Fig. 1: run 1, gate-type map
Bar = 20 µm.
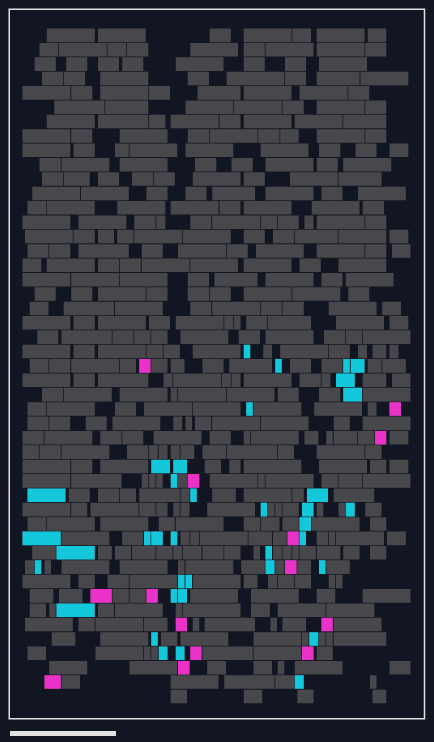
Fig. 2: run 1, the metal 3 layer
Bar = 20 µm.
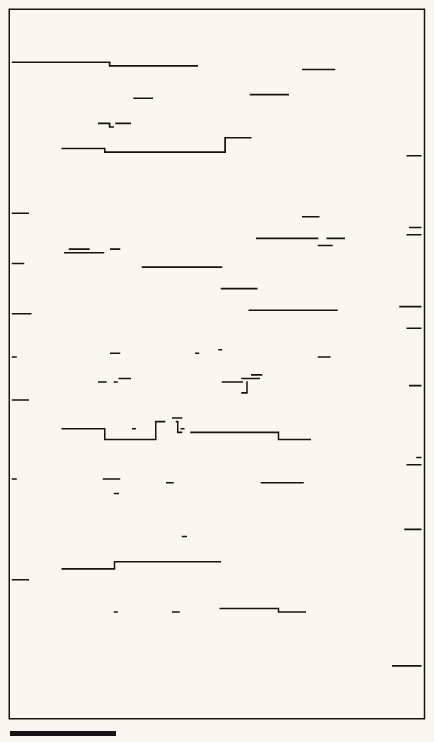
Fig. 3: run 1, I/O nets highlighted
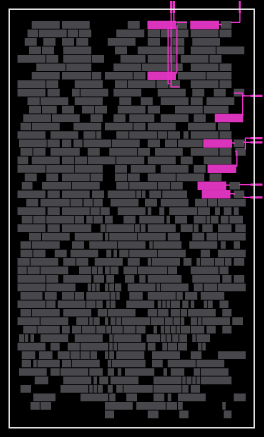
<file path="src/rtl/uart_core_fifo.sv">
// Full-duplex UART with configurable frame format, RX/TX FIFOs on a valid/ready host side,
// parity/framing/overrun reporting and internal loopback.
module uart_core_fifo #(
    parameter int CLKS_PER_BIT = 16,
    parameter int DATA_BITS    = 8,
    parameter int PARITY_MODE  = 0,
    parameter int STOP_BITS    = 1,
    parameter int FIFO_DEPTH   = 4
) (
    input  logic                 clk,
    input  logic                 rst_n,
    input  logic                 rx,
    output logic                 tx,
    input  logic                 loopback,
    input  logic [DATA_BITS-1:0] tx_data,
    input  logic                 tx_valid,
    output logic                 tx_ready,
    output logic [DATA_BITS-1:0] rx_data,
    output logic                 rx_valid,
    input  logic                 rx_ready,
    output logic                 rx_parity_err,
    output logic                 rx_frame_err,
    output logic                 rx_overrun,
    output logic                 tx_busy
);

    localparam int AW = $clog2(FIFO_DEPTH);
    localparam int PW = AW + 1;
    localparam int CW = $clog2(STOP_BITS * CLKS_PER_BIT + 1);
    localparam int IW = $clog2(DATA_BITS);
    localparam int RW = DATA_BITS + 2;

    localparam logic          HAS_PAR   = (PARITY_MODE != 0);
    localparam logic          ODD_PAR   = (PARITY_MODE == 2);
    localparam logic [PW-1:0] FULL_XOR  = {1'b1, {AW{1'b0}}};
    localparam logic [CW-1:0] CNT_ONE   = {{(CW-1){1'b0}}, 1'b1};
    localparam logic [CW-1:0] BIT_LAST  = CW'(CLKS_PER_BIT - 1);
    localparam logic [CW-1:0] HALF_LAST = CW'(CLKS_PER_BIT / 2 - 1);
    localparam logic [CW-1:0] STOP_LAST = CW'(STOP_BITS * CLKS_PER_BIT - 1);
    localparam logic [IW-1:0] IDX_ONE   = {{(IW-1){1'b0}}, 1'b1};
    localparam logic [IW-1:0] IDX_LAST  = IW'(DATA_BITS - 1);

    typedef enum logic [2:0] {
        TX_IDLE = 3'd0, TX_START = 3'd1, TX_DATA = 3'd2, TX_PARITY = 3'd3, TX_STOP = 3'd4
    } tx_state_t;

    typedef enum logic [2:0] {
        RX_IDLE = 3'd0, RX_START = 3'd1, RX_DATA = 3'd2, RX_PARITY = 3'd3, RX_STOP = 3'd4
    } rx_state_t;

    function automatic logic parity_bit(input logic [DATA_BITS-1:0] d);
        return ODD_PAR ? ~^d : ^d;
    endfunction

    // ---------------- TX FIFO ----------------
    logic [DATA_BITS-1:0] tx_mem_r [FIFO_DEPTH];
    logic [PW-1:0]        tx_wr_r, tx_rd_r;
    logic                 tx_full_s, tx_empty_s, tx_push_s, tx_pop_s;
    logic [DATA_BITS-1:0] tx_head_s;

    assign tx_full_s  = ((tx_wr_r ^ tx_rd_r) == FULL_XOR);
    assign tx_empty_s = (tx_wr_r == tx_rd_r);
    assign tx_push_s  = tx_valid & ~tx_full_s;
    assign tx_head_s  = tx_mem_r[tx_rd_r[AW-1:0]];
    assign tx_ready   = ~tx_full_s;

    // TX FIFO storage and pointers
    always_ff @(posedge clk or negedge rst_n) begin
        if (!rst_n) begin
            tx_wr_r <= '0;
            tx_rd_r <= '0;
            for (int i = 0; i < FIFO_DEPTH; i++) tx_mem_r[i] <= '0;
        end else begin
            if (tx_push_s) begin
                tx_mem_r[tx_wr_r[AW-1:0]] <= tx_data;
                tx_wr_r <= tx_wr_r + {{AW{1'b0}}, 1'b1};
            end
            if (tx_pop_s) begin
                tx_rd_r <= tx_rd_r + {{AW{1'b0}}, 1'b1};
            end
        end
    end

    // ---------------- TX serialiser ----------------
    tx_state_t            tx_state_r, tx_state_s;
    logic [CW-1:0]        tx_cnt_r, tx_cnt_s;
    logic [IW-1:0]        tx_idx_r, tx_idx_s;
    logic [DATA_BITS-1:0] tx_shift_r, tx_shift_s;
    logic                 tx_par_r, tx_par_s;
    logic                 tx_r, tx_s, tx_busy_r, tx_busy_s;

    // TX state, shifter and registered line/busy outputs
    always_ff @(posedge clk or negedge rst_n) begin
        if (!rst_n) begin
            tx_state_r <= TX_IDLE;
            tx_cnt_r   <= '0;
            tx_idx_r   <= '0;
            tx_shift_r <= '0;
            tx_par_r   <= 1'b0;
            tx_r       <= 1'b1;
            tx_busy_r  <= 1'b0;
        end else begin
            tx_state_r <= tx_state_s;
            tx_cnt_r   <= tx_cnt_s;
            tx_idx_r   <= tx_idx_s;
            tx_shift_r <= tx_shift_s;
            tx_par_r   <= tx_par_s;
            tx_r       <= tx_s;
            tx_busy_r  <= tx_busy_s;
        end
    end

    // TX next state; tx_s is the line value for the upcoming cycle
    always_comb begin
        tx_state_s = tx_state_r;
        tx_cnt_s   = tx_cnt_r + CNT_ONE;
        tx_idx_s   = tx_idx_r;
        tx_shift_s = tx_shift_r;
        tx_par_s   = tx_par_r;
        tx_s       = tx_r;
        tx_pop_s   = 1'b0;
        case (tx_state_r)
            TX_IDLE: begin
                tx_cnt_s = '0;
                if (!tx_empty_s) begin
                    tx_pop_s   = 1'b1;
                    tx_shift_s = tx_head_s;
                    tx_par_s   = parity_bit(tx_head_s);
                    tx_state_s = TX_START;
                    tx_s       = 1'b0;
                end else begin
                    tx_s = 1'b1;
                end
            end
            TX_START: begin
                if (tx_cnt_r == BIT_LAST) begin
                    tx_cnt_s   = '0;
                    tx_idx_s   = '0;
                    tx_state_s = TX_DATA;
                    tx_s       = tx_shift_r[0];
                end else begin
                    tx_s = 1'b0;
                end
            end
            TX_DATA: begin
                if (tx_cnt_r == BIT_LAST) begin
                    tx_cnt_s = '0;
                    if (tx_idx_r == IDX_LAST) begin
                        tx_state_s = HAS_PAR ? TX_PARITY : TX_STOP;
                        tx_s       = HAS_PAR ? tx_par_r : 1'b1;
                    end else begin
                        tx_idx_s   = tx_idx_r + IDX_ONE;
                        tx_shift_s = {1'b0, tx_shift_r[DATA_BITS-1:1]};
                        tx_s       = tx_shift_r[1];
                    end
                end else begin
                    tx_s = tx_shift_r[0];
                end
            end
            TX_PARITY: begin
                if (tx_cnt_r == BIT_LAST) begin
                    tx_cnt_s   = '0;
                    tx_state_s = TX_STOP;
                    tx_s       = 1'b1;
                end else begin
                    tx_s = tx_par_r;
                end
            end
            TX_STOP: begin
                tx_s = 1'b1;
                if (tx_cnt_r == STOP_LAST) begin
                    tx_cnt_s   = '0;
                    tx_state_s = TX_IDLE;
                end else begin
                    tx_state_s = TX_STOP;
                end
            end
            default: begin
                tx_state_s = TX_IDLE;
                tx_cnt_s   = '0;
                tx_s       = 1'b1;
            end
        endcase
        tx_busy_s = (tx_state_s != TX_IDLE);
    end

    assign tx      = tx_r;
    assign tx_busy = tx_busy_r;

    // ---------------- RX deserialiser ----------------
    logic                 rx_meta_r, rx_sync_r, line_prev_r;
    logic                 line_s, fall_s;
    rx_state_t            rx_state_r, rx_state_s;
    logic [CW-1:0]        rx_cnt_r, rx_cnt_s;
    logic [IW-1:0]        rx_idx_r, rx_idx_s;
    logic [DATA_BITS-1:0] rx_shift_r, rx_shift_s;
    logic                 rx_par_r, rx_par_s;
    logic                 stop_sample_s;

    // Loopback taps the registered tx line, which is already in this clock domain
    assign line_s = loopback ? tx_r : rx_sync_r;
    assign fall_s = line_prev_r & ~line_s;

    // Synchroniser, edge history and RX FSM registers
    always_ff @(posedge clk or negedge rst_n) begin
        if (!rst_n) begin
            rx_meta_r   <= 1'b1;
            rx_sync_r   <= 1'b1;
            line_prev_r <= 1'b1;
            rx_state_r  <= RX_IDLE;
            rx_cnt_r    <= '0;
            rx_idx_r    <= '0;
            rx_shift_r  <= '0;
            rx_par_r    <= 1'b0;
        end else begin
            rx_meta_r   <= rx;
            rx_sync_r   <= rx_meta_r;
            line_prev_r <= line_s;
            rx_state_r  <= rx_state_s;
            rx_cnt_r    <= rx_cnt_s;
            rx_idx_r    <= rx_idx_s;
            rx_shift_r  <= rx_shift_s;
            rx_par_r    <= rx_par_s;
        end
    end

    // RX next state; a held-low line never produces a new falling edge, so breaks cannot retrigger
    always_comb begin
        rx_state_s    = rx_state_r;
        rx_cnt_s      = rx_cnt_r + CNT_ONE;
        rx_idx_s      = rx_idx_r;
        rx_shift_s    = rx_shift_r;
        rx_par_s      = rx_par_r;
        stop_sample_s = 1'b0;
        case (rx_state_r)
            RX_IDLE: begin
                rx_cnt_s = '0;
                if (fall_s) begin
                    rx_state_s = RX_START;
                end else begin
                    rx_state_s = RX_IDLE;
                end
            end
            RX_START: begin
                if (rx_cnt_r == HALF_LAST) begin
                    rx_cnt_s   = '0;
                    rx_idx_s   = '0;
                    rx_state_s = line_s ? RX_IDLE : RX_DATA;
                end else begin
                    rx_state_s = RX_START;
                end
            end
            RX_DATA: begin
                if (rx_cnt_r == BIT_LAST) begin
                    rx_cnt_s   = '0;
                    rx_shift_s = {line_s, rx_shift_r[DATA_BITS-1:1]};
                    if (rx_idx_r == IDX_LAST) begin
                        rx_state_s = HAS_PAR ? RX_PARITY : RX_STOP;
                    end else begin
                        rx_idx_s = rx_idx_r + IDX_ONE;
                    end
                end else begin
                    rx_state_s = RX_DATA;
                end
            end
            RX_PARITY: begin
                if (rx_cnt_r == BIT_LAST) begin
                    rx_cnt_s   = '0;
                    rx_par_s   = line_s;
                    rx_state_s = RX_STOP;
                end else begin
                    rx_state_s = RX_PARITY;
                end
            end
            RX_STOP: begin
                if (rx_cnt_r == BIT_LAST) begin
                    rx_cnt_s      = '0;
                    stop_sample_s = 1'b1;
                    rx_state_s    = RX_IDLE;
                end else begin
                    rx_state_s = RX_STOP;
                end
            end
            default: begin
                rx_state_s = RX_IDLE;
                rx_cnt_s   = '0;
            end
        endcase
    end

    // ---------------- RX FIFO ----------------
    logic [RW-1:0] rx_mem_r [FIFO_DEPTH];
    logic [PW-1:0] rx_wr_r, rx_rd_r, rx_wr_next_s, rx_rd_next_s;
    logic [RW-1:0] rx_entry_s, rx_head_s, rx_head_r;
    logic          rx_full_s, rx_push_s, rx_pop_s, rx_valid_r, rx_ovr_r;

    assign rx_full_s    = ((rx_wr_r ^ rx_rd_r) == FULL_XOR);
    assign rx_entry_s   = {~line_s, HAS_PAR & (rx_par_r != parity_bit(rx_shift_r)), rx_shift_r};
    assign rx_push_s    = stop_sample_s & ~rx_full_s;
    assign rx_pop_s     = rx_valid_r & rx_ready;
    assign rx_wr_next_s = rx_wr_r + {{AW{1'b0}}, rx_push_s};
    assign rx_rd_next_s = rx_rd_r + {{AW{1'b0}}, rx_pop_s};
    // A push into the slot that becomes the head must bypass the memory
    assign rx_head_s    = (rx_push_s && (rx_wr_r[AW-1:0] == rx_rd_next_s[AW-1:0])) ?
                          rx_entry_s : rx_mem_r[rx_rd_next_s[AW-1:0]];

    // RX FIFO storage, pointers, registered head and overrun pulse
    always_ff @(posedge clk or negedge rst_n) begin
        if (!rst_n) begin
            rx_wr_r    <= '0;
            rx_rd_r    <= '0;
            rx_head_r  <= '0;
            rx_valid_r <= 1'b0;
            rx_ovr_r   <= 1'b0;
            for (int i = 0; i < FIFO_DEPTH; i++) rx_mem_r[i] <= '0;
        end else begin
            if (rx_push_s) begin
                rx_mem_r[rx_wr_r[AW-1:0]] <= rx_entry_s;
            end
            rx_wr_r    <= rx_wr_next_s;
            rx_rd_r    <= rx_rd_next_s;
            rx_head_r  <= rx_head_s;
            rx_valid_r <= (rx_wr_next_s != rx_rd_next_s);
            rx_ovr_r   <= stop_sample_s & rx_full_s;
        end
    end

    assign rx_data       = rx_head_r[DATA_BITS-1:0];
    assign rx_parity_err = rx_head_r[DATA_BITS];
    assign rx_frame_err  = rx_head_r[DATA_BITS+1];
    assign rx_valid      = rx_valid_r;
    assign rx_overrun    = rx_ovr_r;

endmodule

</file>
<file path="config.mk">
export PLATFORM = sky130hd
export DESIGN_NAME = uart_core_fifo
export DESIGN_NICKNAME = d
export VERILOG_FILES = /design/src/rtl/uart_core_fifo.sv
export SDC_FILE = /design/constraint.sdc
export NUM_CORES = 1
export LEC_CHECK = 0
export CAP_MARGIN = 20
export CORE_ASPECT_RATIO = 1.75
export CORE_MARGIN = 2
export CORE_UTILIZATION = 65
export CTS_CLUSTER_SIZE = 12
export DETAILED_ROUTE_END_ITERATION = 8
export GPL_TIMING_DRIVEN = 0
export HOLD_SLACK_MARGIN = 0.08
export PLACE_DENSITY = 0.85
export SYNTH_ARGS = -nofsm -noshare
export SYNTH_HDL_FRONTEND = slang
export SYNTH_SLANG_ARGS = --single-unit
</file>
<file path="constraint.sdc">
create_clock -name clk -period 7.5 [get_ports clk]
set_clock_uncertainty 0.15 [all_clocks]
set_input_delay 1.875 -clock clk [delete_from_list [all_inputs] [get_ports clk]]
set_output_delay 1.875 -clock clk [all_outputs]
set_load 0.05 [all_outputs]
</file>
==> deck_impl_summary.md, run 1 <==
Flow Results at a Glance

Drt
  • TritonRoute pass-1 iters: 4
  • Final WL: 11.7 mm
  • Vias/cell: 5.95

Pwr
  • Sequential power: 935 µW
  • LEAKAGE: 0.00343 µW
  • P_comb: 535 µW
  • Pwr Total: 2320 µW
  • Clk pwr share: 36.7%

Logic synthesis
  • Synth Cell Area: 6280 µm²
  • Synth Flop Type: dfrtp_1
  • Synth warn: 0

STA
  • Slew @ Worst Pin: 699 ps
  • Fin crit share: 57.0%

Outcome
  • Status: completed

Cells and area
  • Max reg flops: 36
  • Final net count: 515

Critical path
  • Setup CP Type: reg2out
  • Crit path to: tx_ready
  • Buf+Inv Stages, Crit Path: 2

Global routing
  • First-pass GRT wire length: 19.5 mm
Notes on Fig. 1 above:
| family | colour | cells | most used |
|---|---|---|---|
| AND and OR gates | magenta | 14 | and3_1 |
| NAND gates | cyan | 37 | nand2_1 |

Notes on Fig. 2 above:
main direction: horizontal
wire length on this layer: 347 µm
nets with wire on the layer: 37

Notes on Fig. 3 above:
| port | colour | bits | direction | edge | end cells | buffers | wire |
|---|---|---|---|---|---|---|---|
| rx_data | magenta | 8 | output | 5 right, 3 top | 8 | 8 | 117 µm |

## run 1: stage by stage
stage	setup TNS, ps	instance area, µm²
final	0	7340
after global routing	0	7340
after CTS	0	7340
after detailed placement	0	6730
after global placement	-82930	6700
after floorplan	0	6280
## run 1: area by class of cell
class	instances	share of cell area (%)
buffer	17	1.52
clock buffer	18	5.98
clock inverter	14	2.40
inverter	8	0.409
multi-input combinational	277	37.5
sequential	135	46.1
tap	122	2.08
timing repair buffer	28	4.07
## run 1: cells by family after synthesis
group | Yosys count | share of synthesized area, %
other cells | 1 | 0.0597
compound gates | 33 | 3.89
flops | 135 | 53.9
mux | 116 | 24.3
xor+xnor | 29 | 4.05
simple gates | 81 | 8.21
buf+inv | 25 | 2.25
fa+ha+maj | 17 | 3.39
--- run 2 (diff from run 1) ---
Settings changed: CORE_UTILIZATION 65 to 54, PLACE_DENSITY 0.85 to 0.75.
Clock period 7.5 ns to 3.9 ns, I/O delays scaled along.
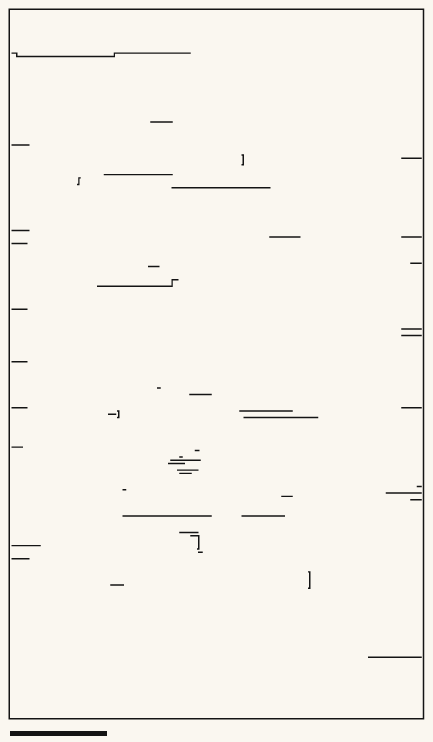
Fig. 4. The metal 3 layer (run 2).
Bar = 20 µm.
wire length on this layer: 275 µm
nets with wire on the layer: 33
longest straight run: 20.2 µm
share of all routed wire: 2.5%
final WL: 10.9 mm
M3 GR Usage: 4.41%
via total after detailed routing: 3604

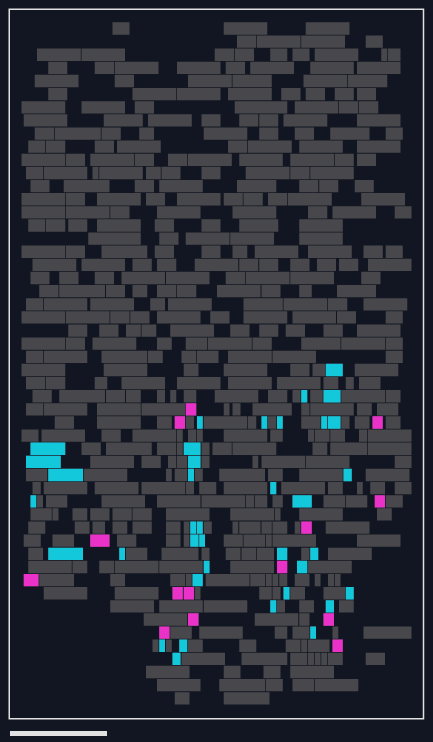
Fig. 5. Gate-type map (run 2).
Bar = 20 µm.
| family | colour | cells | most used |
|---|---|---|---|
| NAND gates | cyan | 37 | nand2_1 |
| AND and OR gates | magenta | 14 | and3_1 |
final non-filler cell total: 632
multi-input gate share of the layout cell area: 37.5%
dominant logic cell type in the layout: dfrtp_1

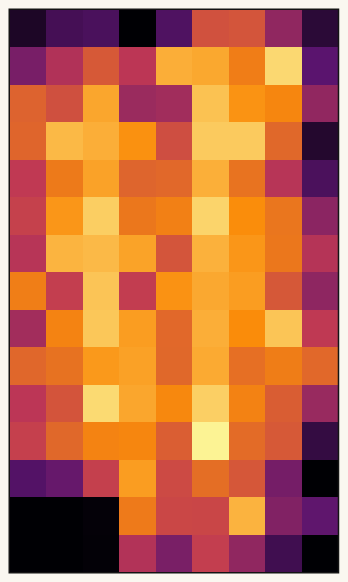
Fig. 6. Placement density heat map (run 2).
The die is cut into 9 by 15 equal tiles; black is low, pale yellow is high, 0 to 100% covered.
mean over tiles: 57%
emptiest ninth of the die: bottom left
fullest tile: 97%

==> run 2 against run 1 <==
Critical endpoint unchanged. Global-route usage shrank 5.7 points. Count of clock-buffer cells in the layout unchanged. Flip-flop count unchanged. Critical path depth did not move. Wire length is 6.9% lower.
==> deck_impl_summary.md, run 2 <==
Flow Results at a Glance

Outcome
  • Status: completed

Floorplanning
  • Tapcell Cnt: 135

Critical path
  • Setup CP Type: reg2out
  • Buf+Inv Stages, Crit Path: 2

Cells and area
  • Max reg flops: 36
  • Count of non-CTS buffers in the layout: 45
  • Final net count: 515
  • Clk tree area frac: 8.11%
  • Clock Buffer Count: 18
  • Multi-In Gates: 277

STA
  • Slew @ Worst Pin: 725 ps
  • Setup TNS Final: 0 ps
  • Fin crit share: 85.7%

Pwr
  • Clk pwr share: 36.4%
  • LEAKAGE: 0.00342 µW
  • Sequential power: 1780 µW

Logic synthesis
  • Dominant comb cell: multiplexers
  • AO/OA Area Share: 3.89%
  • Adder Share, Synth: 3.39%
  • Synth warn: 0

Drt
  • TritonRoute pass-1 iters: 4
  • Vias/cell: 5.70
[run 2: worst max path at each step]
stage / slack [ps] / endpoint / startpoint
after floorplan: 1110 / rx_head_r[0] / rx_ready
after global placement: -3380 / rx_mem_r[14] / rst_n
after detailed placement: 340 / rx_head_r[6] / rx_ready
after CTS: 530 / tx_ready / tx_rd_r[1]
after global routing: 500 / tx_ready / tx_rd_r[1]
final: 560 / tx_ready / tx_rd_r[1]
[run 2: stage by stage]
step	worst slack (ps)	util [%]	cell area, µm²	total power (µW)
after floorplan	1110	-	6280	2590
after global placement	-3380	58.7	6720	2790
after detailed placement	338	58.9	6750	2840
after CTS	530	64.1	7340	4440
after global routing	500	64.1	7340	4610
final	557	64.1	7340	4400
No activity file was given, so power comes from the tool's default toggle rates.
